**src/rtl/uart_rx.sv**
```systemverilog
// rtl/uart_rx.sv - UART receiver: 2-flop synchroniser, start detect, mid-bit sampling
// and a valid/ready byte output with frame, parity and sticky overrun flags.
`timescale 1ns/1ps
module uart_rx #(
  parameter int DataBits       = 8,
  parameter int OverSampleRate = 16
) (
  input  logic                clk_i,
  input  logic                rst_i,
  input  logic                baudx16_tick_i,
  input  logic                rx_i,
  input  logic                parity_en_i,
  input  logic                parity_odd_i,
  input  logic                rx_ready_i,
  output logic [DataBits-1:0] rx_data_o,
  output logic                rx_valid_o,
  output logic                rx_busy_o,
  output logic                frame_err_o,
  output logic                parity_err_o,
  output logic                overrun_o
);

  localparam int TW = $clog2(OverSampleRate);
  localparam int BW = $clog2(DataBits + 1);
  localparam logic [TW-1:0] MidTick  = TW'(OverSampleRate / 2 - 1);
  localparam logic [TW-1:0] FullTick = TW'(OverSampleRate - 1);
  localparam logic [BW-1:0] LastBit  = BW'(DataBits - 1);

  typedef enum logic [2:0] {IDLE, START, DATA, PARITY, STOP} state_t;

  state_t state, state_nxt;

  logic                rx_meta, rx_s;
  logic [TW-1:0]       tick_cnt;
  logic [BW-1:0]       bit_cnt;
  logic [DataBits-1:0] shift;
  logic                perr;

  logic mid_tick, full_tick;
  logic cnt_clr, cnt_inc, frame_begin, shift_en, par_en, done;

  assign mid_tick  = baudx16_tick_i && (tick_cnt == MidTick);
  assign full_tick = baudx16_tick_i && (tick_cnt == FullTick);

  // Synchroniser resets to the idle line level so reset never fakes a start bit.
  always_ff @(posedge clk_i) begin
    if (rst_i) begin
      rx_meta <= 1'b1;
      rx_s    <= 1'b1;
    end else begin
      rx_meta <= rx_i;
      rx_s    <= rx_meta;
    end
  end

  always_ff @(posedge clk_i) begin
    if (rst_i) state <= IDLE;
    else       state <= state_nxt;
  end

  always_comb begin
    state_nxt = state;
    unique case (state)
      IDLE:    if (!rx_s)     state_nxt = START;
      START:   if (mid_tick)  state_nxt = rx_s ? IDLE : DATA;
      DATA:    if (full_tick && (bit_cnt == LastBit))
                              state_nxt = parity_en_i ? PARITY : STOP;
      PARITY:  if (full_tick) state_nxt = STOP;
      STOP:    if (full_tick) state_nxt = IDLE;
      default:                state_nxt = IDLE;
    endcase
  end

  always_comb begin
    rx_busy_o   = (state != IDLE);
    cnt_clr     = 1'b0;
    cnt_inc     = 1'b0;
    frame_begin = 1'b0;
    shift_en    = 1'b0;
    par_en      = 1'b0;
    done        = 1'b0;
    unique case (state)
      IDLE: cnt_clr = 1'b1;
      START: begin
        if (mid_tick) begin
          cnt_clr     = 1'b1;
          frame_begin = !rx_s;
        end else begin
          cnt_inc = baudx16_tick_i;
        end
      end
      DATA: begin
        if (full_tick) begin
          cnt_clr  = 1'b1;
          shift_en = 1'b1;
        end else begin
          cnt_inc = baudx16_tick_i;
        end
      end
      PARITY: begin
        if (full_tick) begin
          cnt_clr = 1'b1;
          par_en  = 1'b1;
        end else begin
          cnt_inc = baudx16_tick_i;
        end
      end
      STOP: begin
        if (full_tick) begin
          cnt_clr = 1'b1;
          done    = 1'b1;
        end else begin
          cnt_inc = baudx16_tick_i;
        end
      end
      default: cnt_clr = 1'b1;
    endcase
  end

  always_ff @(posedge clk_i) begin
    if (rst_i) begin
      tick_cnt     <= '0;
      bit_cnt      <= '0;
      shift        <= '0;
      perr         <= 1'b0;
      rx_data_o    <= '0;
      rx_valid_o   <= 1'b0;
      frame_err_o  <= 1'b0;
      parity_err_o <= 1'b0;
      overrun_o    <= 1'b0;
    end else begin
      if (cnt_clr)      tick_cnt <= '0;
      else if (cnt_inc) tick_cnt <= tick_cnt + 1'b1;

      // perr is cleared per frame so it reads 0 whenever parity is disabled.
      if (frame_begin) begin
        bit_cnt <= '0;
        perr    <= 1'b0;
      end else if (shift_en) begin
        bit_cnt <= bit_cnt + 1'b1;
      end

      if (shift_en) shift <= {rx_s, shift[DataBits-1:1]};
      if (par_en)   perr  <= ((^shift) ^ rx_s) != parity_odd_i;

      // A completion always wins over a same-cycle accept: the new byte stays valid.
      if (done) begin
        rx_data_o    <= shift;
        frame_err_o  <= ~rx_s;
        parity_err_o <= perr;
        rx_valid_o   <= 1'b1;
        if (rx_valid_o && rx_ready_i) overrun_o <= 1'b0;
        else if (rx_valid_o)          overrun_o <= 1'b1;
      end else if (rx_valid_o && rx_ready_i) begin
        rx_valid_o <= 1'b0;
        overrun_o  <= 1'b0;
      end
    end
  end

endmodule

```
**config.mk**
```make
export PLATFORM = sky130hd
export DESIGN_NAME = uart_rx
export DESIGN_NICKNAME = d
export VERILOG_FILES = /design/src/rtl/uart_rx.sv
export SDC_FILE = /design/constraint.sdc
export NUM_CORES = 1
export LEC_CHECK = 0
export CAP_MARGIN = 20
export CORE_UTILIZATION = 54
export CTS_CLUSTER_SIZE = 40
export DETAILED_ROUTE_END_ITERATION = 16
export GPL_TIMING_DRIVEN = 0
export PLACE_DENSITY = 0.78
export SETUP_SLACK_MARGIN = 0.02
export SYNTH_ARGS = -nofsm -noshare
export SYNTH_HDL_FRONTEND = slang
export SYNTH_SLANG_ARGS = --single-unit
```
**constraint.sdc**
```tcl
create_clock -name clk_i -period 2.31 [get_ports clk_i]
set_clock_uncertainty 0.15 [all_clocks]
set_input_delay 0.462 -clock clk_i [delete_from_list [all_inputs] [get_ports clk_i]]
set_output_delay 0.462 -clock clk_i [all_outputs]
set_load 0.03 [all_outputs]
```
Fig. 1: run 1, routed metal, one colour a layer
Scale: 4 px per um. Two of the layers only.
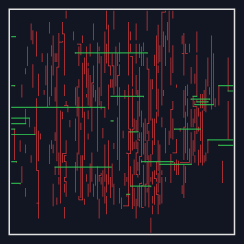
| colour | layer | wire length |
|---|---|---|
| green | M3 | 140 um |
| red | M2 | 1570 um |

Fig. 2: run 1, I/O pins on the die edge
Scale: 8 px per um. Pins as bars across the die edge, other pins in grey.
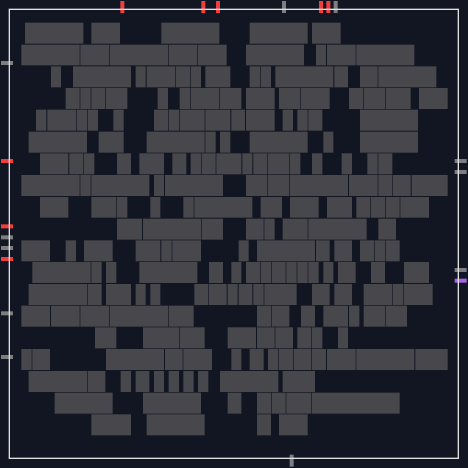
| colour | port | pins | direction | edge |
|---|---|---|---|---|
| purple | rx_busy_o | 1 | output | east |
| red | rx_data_o | 8 | output | 5 north, 3 west |
all pins by edge: 8 west, 7 north, 4 east, 1 south

Fig. 3: run 1, signal wires on met2
Scale: 8 px per um.
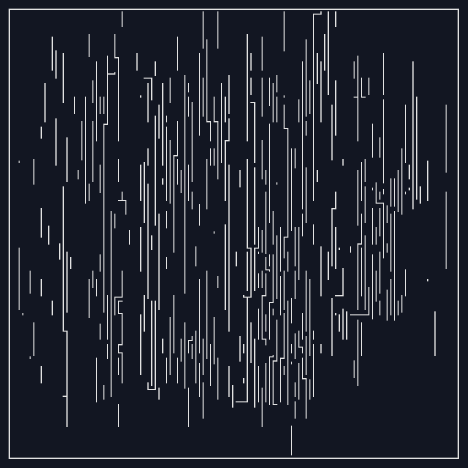
share of all routed wire: 49%
longest straight run: 27.2 um
wire length on this layer: 1570 um

==> impl_table.tex, run 1 <==
% Generated from flow reports
\begin{tabular}{lr}
\hline
Metric & Value \\
\hline
\multicolumn{2}{l}{\textbf{Finish}} \\
Ant. Diodes & 0 \\
Fillcell total & 224 \\
Top library cells by usage in the layout, fill and taps aside & 34 x sky130\_fd\_sc\_hd\_\_dfxtp\_1, 26 x sky130\_fd\_sc\_hd\_\_nand2\_1, 23 x sky130\_fd\_sc\_hd\_\_nor2\_1, 20 x sky130\_fd\_sc\_hd\_\_a21oi\_1, 17 x sky130\_fd\_sc\_hd\_\_clkdlybuf4s50\_1 \\
Area Overhead vs Synth & 20.3\% \\
\multicolumn{2}{l}{\textbf{Worst setup path}} \\
Crit Path Class & reg -> out \\
Nature of the critical path endpoint & output pin \\
Crit path DAT & 1.59 ns \\
Data required, critical path & 1.70 ns \\
\multicolumn{2}{l}{\textbf{Clock tree}} \\
Worst-case clock buffer depth & 2 \\
Clock tree from TritonCTS & done \\
\multicolumn{2}{l}{\textbf{GRT}} \\
Global Route Usage Sum & 22.8\% \\
Pin count of the biggest net entering global routing & 20 \\
Total congestion overflow & 0 \\
\multicolumn{2}{l}{\textbf{Floorplanning}} \\
X dimension of the die & 55.9 um \\
Area of the die & 3130 sq um \\
Overall die height & 55.9 um \\
I/O pin count & 20 \\
\multicolumn{2}{l}{\textbf{Synthesis}} \\
Average cell area after synthesis & 8.31 sq um \\
Cell variety after synth & 34 \\
Net Count, Synth & 198 \\
Most used standard cells in the synthesized netlist & 34 x sky130\_fd\_sc\_hd\_\_dfxtp\_1, 26 x sky130\_fd\_sc\_hd\_\_nand2\_1, 23 x sky130\_fd\_sc\_hd\_\_nor2\_1, 20 x sky130\_fd\_sc\_hd\_\_a21oi\_1, 11 x sky130\_fd\_sc\_hd\_\_xnor2\_1 \\
Yosys warning total & 0 \\
Main area contributors after synthesis & sky130\_fd\_sc\_hd\_\_dfxtp\_1 43\%, sky130\_fd\_sc\_hd\_\_a21oi\_1 6.4\%, sky130\_fd\_sc\_hd\_\_mux2i\_1 6.4\% \\
Largest area contributor in the synthesized netlist & sky130\_fd\_sc\_hd\_\_dfxtp\_1 \\
Leading cell type by number of instances after synthesis & sky130\_fd\_sc\_hd\_\_dfxtp\_1 \\
\multicolumn{2}{l}{\textbf{Power and ir drop}} \\
Peak supply drop & 0.598 mV \\
Static leakage & 0.748 nW \\
\multicolumn{2}{l}{\textbf{Route}} \\
Detailed-route vias per instance & 5.63 \\
Post-detailed-route count of antenna-violating nets & 0 \\
\multicolumn{2}{l}{\textbf{Final timing}} \\
Time the worst path needs with I/O delays and setup & 2.20 ns \\
Worst hold slack & 0.268 ns \\
Highest attainable clock frequency & 454 MHz \\
Final tally of max-slew violations & 0 \\
Endpoints failing hold & 0 \\
Final critical-path setup slack & 0.107 ns \\
Final setup viols & 0 \\
Headroom to the max-slew limit & 67.1\% \\
Setup TNS & 0 ns \\
\multicolumn{2}{l}{\textbf{Run status}} \\
Result of the run & completed \\
\multicolumn{2}{l}{\textbf{Placement}} \\
Detailed placement HPWL & 2350 um \\
\multicolumn{2}{l}{\textbf{Job}} \\
Warning total across the stage logs & 26 \\
Tally of max-capacitance violations & 0 \\
\multicolumn{2}{l}{\textbf{Worst hold path}} \\
Min-delay worst type & reg -> reg \\
\hline
\end{tabular}
[run 1: metal layers]
metal  up-vias  wire length, um  GRT usage, %  part of all wire, %
met2        39             1570          38.6                   49
li1        694                -             -                    -
met3         8              139          6.28                  4.3
met5         -                0             0                    0
met1       649             1460          27.3                   45
met4         0               62          9.41                  1.9
[run 1: layout make-up]
class | count | area (sq um) | share of cell area (%)
Sequential cell | 34 | 681 | 36.0
Inverter | 6 | 22.5 | 1.19
Multi-Input combinational cell | 137 | 811 | 42.9
Timing Repair Buffer | 21 | 201 | 10.7
Clock inverter | 1 | 30.0 | 1.59
Tap cell | 31 | 38.8 | 2.05
Buffer | 11 | 55.1 | 2.91
Clock buffer | 6 | 51.3 | 2.71
[run 1: kinds of logic (layout without fill, tap and decap cells)]
group / after synthesis / count (layout) / synth area share [%]
multiplexers: 11 / 11 / 7.09
buffers and inverters: 18 / 45 / 5.10
AND-OR/OR-AND: 37 / 37 / 14.1
flip-flops: 34 / 34 / 43.3
adder cells (fa/ha/maj): 2 / 2 / 1.59
AND/OR/NAND/NOR: 73 / 73 / 21.0
XOR/XNOR: 14 / 14 / 7.80
[run 1: power by group]
group	switching, mW	internal, mW	total [mW]	leakage (nW)
logic	0.0472	0.0333	0.0805	0.429
registers	0.00213	0.590	0.592	0.274
clock network	0.196	0.252	0.448	0.0443
[run 1: through the flow]
stage          instance area [sq um]  utilization (%)
3_3_place_gp                    1790             64.9
6_report                        1890             68.6
2_1_floorplan                   1570                -
5_1_grt                         1890             68.6
3_5_place_dp                    1790             64.9
4_1_cts                         1870             67.7
[run 1: worst paths after layout]
kind | slack (ns) | start | cells after the start | end
setup / recovery | 0.11 | state[2] | 4 | rx_busy_o
hold / removal | 0.27 | rx_meta | 1 | rx_s
setup reg to reg | 0.19 | tick_cnt[0] | 7 | state[2]
hold reg to reg | 0.27 | rx_meta | 1 | rx_s
[run 1: worst max-delay path, stage by stage (launching register included)]
cell and delay [ns]:
sky130_fd_sc_hd__dfxtp_1 0.36, sky130_fd_sc_hd__clkbuf_2 0.20, sky130_fd_sc_hd__nor3_1 0.23, sky130_fd_sc_hd__inv_1 0.10, sky130_fd_sc_hd__dlygate4sd2_1 0.36
[run 1: registers in the layout, indices dropped and copies added (netlist names), 3 cells and up]
signal and flops:
rx_data_o 8, shift 8, bit_cnt 4, tick_cnt 4, state 3
[run 1: timing repair]
action | CTS | global route
setup buffers | 0 | 3
pin swaps | 0 | 1
endpoints found under the setup margin | 1 | 12
resized | 2 | 1
hold buffers | 0 | 0
Fig. 4: run 1, port wiring
Scale: 4 px per um.
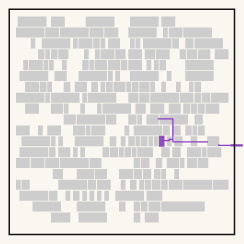

==> run 2: changes to the inputs <==
--- a/config.mk
+++ b/config.mk
@@ -6,6 +6,7 @@
 export NUM_CORES = 1
 export LEC_CHECK = 0
 export CAP_MARGIN = 20
+export CORE_MARGIN = 3
 export CORE_UTILIZATION = 54
 export CTS_CLUSTER_SIZE = 40
 export DETAILED_ROUTE_END_ITERATION = 16
Fig. 5: run 2, port wiring
Scale: 4 px per um.
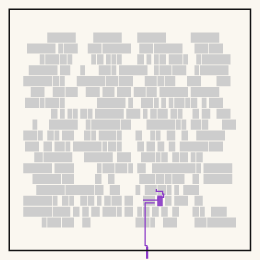
| colour | port | direction | edge | end cells | buffers | wire |
|---|---|---|---|---|---|---|
| purple | rx_busy_o | output | south | 1 | 1 | 23.8 um |

Fig. 6: run 2, I/O pins on the die edge
Scale: 8 px per um. Pins as bars across the die edge, other pins in grey.
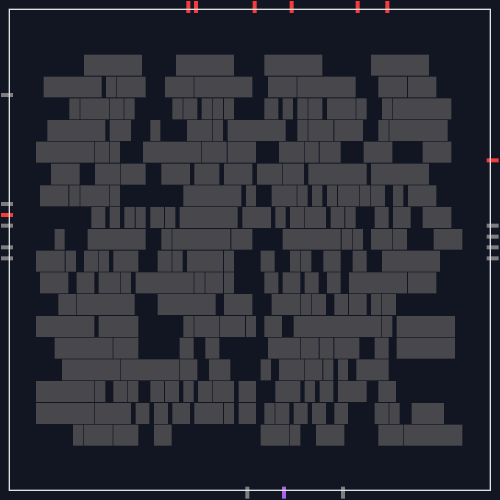
| colour | port | pins | direction | edge |
|---|---|---|---|---|
| red | rx_data_o | 8 | output | 6 north, 1 east, 1 west |
| purple | rx_busy_o | 1 | output | south |

==> impl_table.tex, run 2 <==
% Generated from flow reports
\begin{tabular}{lr}
\hline
Metric & Value \\
\hline
\multicolumn{2}{l}{\textbf{Floorplanning}} \\
Overall die height & 59.9 um (+7.1\%) \\
I/O pin count & 20 (unchanged) \\
\multicolumn{2}{l}{\textbf{Final timing}} \\
Final setup viols & 0 (unchanged) \\
Final tally of max-slew violations & 0 (unchanged) \\
Highest attainable clock frequency & 456 MHz (+0.39\%) \\
Time the worst path needs with I/O delays and setup & 2.19 ns (-0.00855 ns) \\
\multicolumn{2}{l}{\textbf{Worst setup path}} \\
Crit Path Class & reg -> out \\
Data required, critical path & 1.70 ns (about the same) \\
Nature of the critical path endpoint & output pin \\
Sequence of cells on the critical path & clkbuf\_2 > nor3\_1 > inv\_1 > dlygate4sd2\_1 \\
Library cell contributing the largest single delay on the critical path & sky130\_fd\_sc\_hd\_\_dfxtp\_1 \\
\multicolumn{2}{l}{\textbf{GRT}} \\
Total congestion overflow & 0 (unchanged) \\
Pin count of the biggest net entering global routing & 20 (unchanged) \\
Global Route Usage Sum & 22.3\% (-0.42 points) \\
\multicolumn{2}{l}{\textbf{Clock tree}} \\
Clock tree from TritonCTS & done \\
Number of buffers inserted by hold repair at cts & 0 (unchanged) \\
\multicolumn{2}{l}{\textbf{Placement}} \\
Detailed placement HPWL & 2480 um (+5.5\%) \\
\multicolumn{2}{l}{\textbf{Synthesis}} \\
Leading cell type by number of instances after synthesis & sky130\_fd\_sc\_hd\_\_dfxtp\_1 \\
Yosys warning total & 0 (unchanged) \\
Most used standard cells in the synthesized netlist & 34 x sky130\_fd\_sc\_hd\_\_dfxtp\_1, 26 x sky130\_fd\_sc\_hd\_\_nand2\_1, 23 x sky130\_fd\_sc\_hd\_\_nor2\_1, 20 x sky130\_fd\_sc\_hd\_\_a21oi\_1, 11 x sky130\_fd\_sc\_hd\_\_xnor2\_1 \\
Cell variety after synth & 34 (unchanged) \\
Net Count, Synth & 198 (unchanged) \\
Largest area contributor in the synthesized netlist & sky130\_fd\_sc\_hd\_\_dfxtp\_1 \\
\multicolumn{2}{l}{\textbf{Route}} \\
Detailed-route vias per instance & 5.54 (-1.5\%) \\
Post-detailed-route count of antenna-violating nets & 0 (unchanged) \\
\multicolumn{2}{l}{\textbf{Power and ir drop}} \\
Share of total power in sequential cells & 52.9\% (about the same) \\
Fraction of power spent switching nets & 21.8\% (-0.067 points) \\
Static leakage & 0.739 nW (-1.1\%) \\
\multicolumn{2}{l}{\textbf{Run status}} \\
Result of the run & completed \\
\multicolumn{2}{l}{\textbf{Finish}} \\
Seq. cell area & 681 sq um (unchanged) \\
Top library cells by usage in the layout, fill and taps aside & 34 x sky130\_fd\_sc\_hd\_\_dfxtp\_1, 26 x sky130\_fd\_sc\_hd\_\_nand2\_1, 23 x sky130\_fd\_sc\_hd\_\_nor2\_1, 20 x sky130\_fd\_sc\_hd\_\_a21oi\_1, 17 x sky130\_fd\_sc\_hd\_\_clkdlybuf4s50\_1 \\
Multi-input gate area in the final layout & 811 sq um (unchanged) \\
\multicolumn{2}{l}{\textbf{Job}} \\
Tally of max-capacitance violations & 0 (unchanged) \\
\hline
\end{tabular}
==> run 2: cell type report <==
class                           instances  area share (%)
Multi-Input combinational cell        137            43.3
Clock buffer                            6            2.74
Clock inverter                          1            1.60
Timing Repair Buffer                   19            9.95
Sequential cell                        34            36.3
Tap cell                               30            2.00
Buffer                                 11            2.94
Inverter                                6            1.20
==> run 2: cells by family (layout without fill, tap and decap cells) <==
| group | Yosys count | count (layout) | synth area share (%) |
|---|---|---|---|
| AOI/OAI and AO/OA | 37 | 37 | 14.1 |
| xor gates and xnor gates | 14 | 14 | 7.80 |
| adders and majority gates | 2 | 2 | 1.59 |
| buffers and inverters | 18 | 43 | 5.10 |
| DFF | 34 | 34 | 43.3 |
| muxes | 11 | 11 | 7.09 |
| and+or+nand+nor | 73 | 73 | 21.0 |
==> run 2: what timing repair did <==
item	in CTS	in global routing
setup buffers	0	1
resized	2	1
hold endpoints to repair	0	0
pin swaps	0	1
setup endpoints to repair	1	11
==> run 2: stage by stage <==
stage                     std cells  setup slack, ns  setup TNS (ns)  cell area [sq um]
after floorplan                 189            0.367               0               1570
after global placement          237           -0.198           -1.83               1790
after detailed placement        237           -0.292           -2.37               1790
after CTS                       243           0.0465               0               1870
after global routing            244           0.0232               0               1870
final                           244            0.115               0               1870
==> run 2: layer usage <==
layer | track usage [%] | up-vias | wire length [um]
li1 | - | 691 | -
met1 | 29.1 | 622 | 1580
met2 | 36.0 | 32 | 1600
met3 | 5.40 | 7 | 145
met4 | 7.59 | 0 | 43
met5 | 0 | - | 0
==> run 2: worst paths after layout <==
kind          startpoint     endpoint  slack, ns  cells past startpoint
max             state[2]    rx_busy_o       0.12                      4
min              rx_meta         rx_s       0.28                      1
max reg2reg  tick_cnt[0]  tick_cnt[3]       0.23                      6
min reg2reg      rx_meta         rx_s       0.28                      1
==> run 2: worst max-delay path: cells and delay by family (launching register included) <==
kind / cells / cell delay (ns)
AND/OR/NAND/NOR: 1 / 0.08
flip-flops: 1 / 0.44
buffers and inverters: 3 / 0.72
==> run 2: power by group through the flow <==
stage	logic, mW	clock network [mW]	registers, mW
CTS	0.0820	0.451	0.592
floorplan	0.0566	0	0.605
finish	0.0825	0.445	0.592
detailed placement	0.0831	0	0.606
global route	0.0916	0.478	0.593
global placement	0.0811	0	0.605
Power figures rest on the tool's default switching activity, not on a simulated workload.
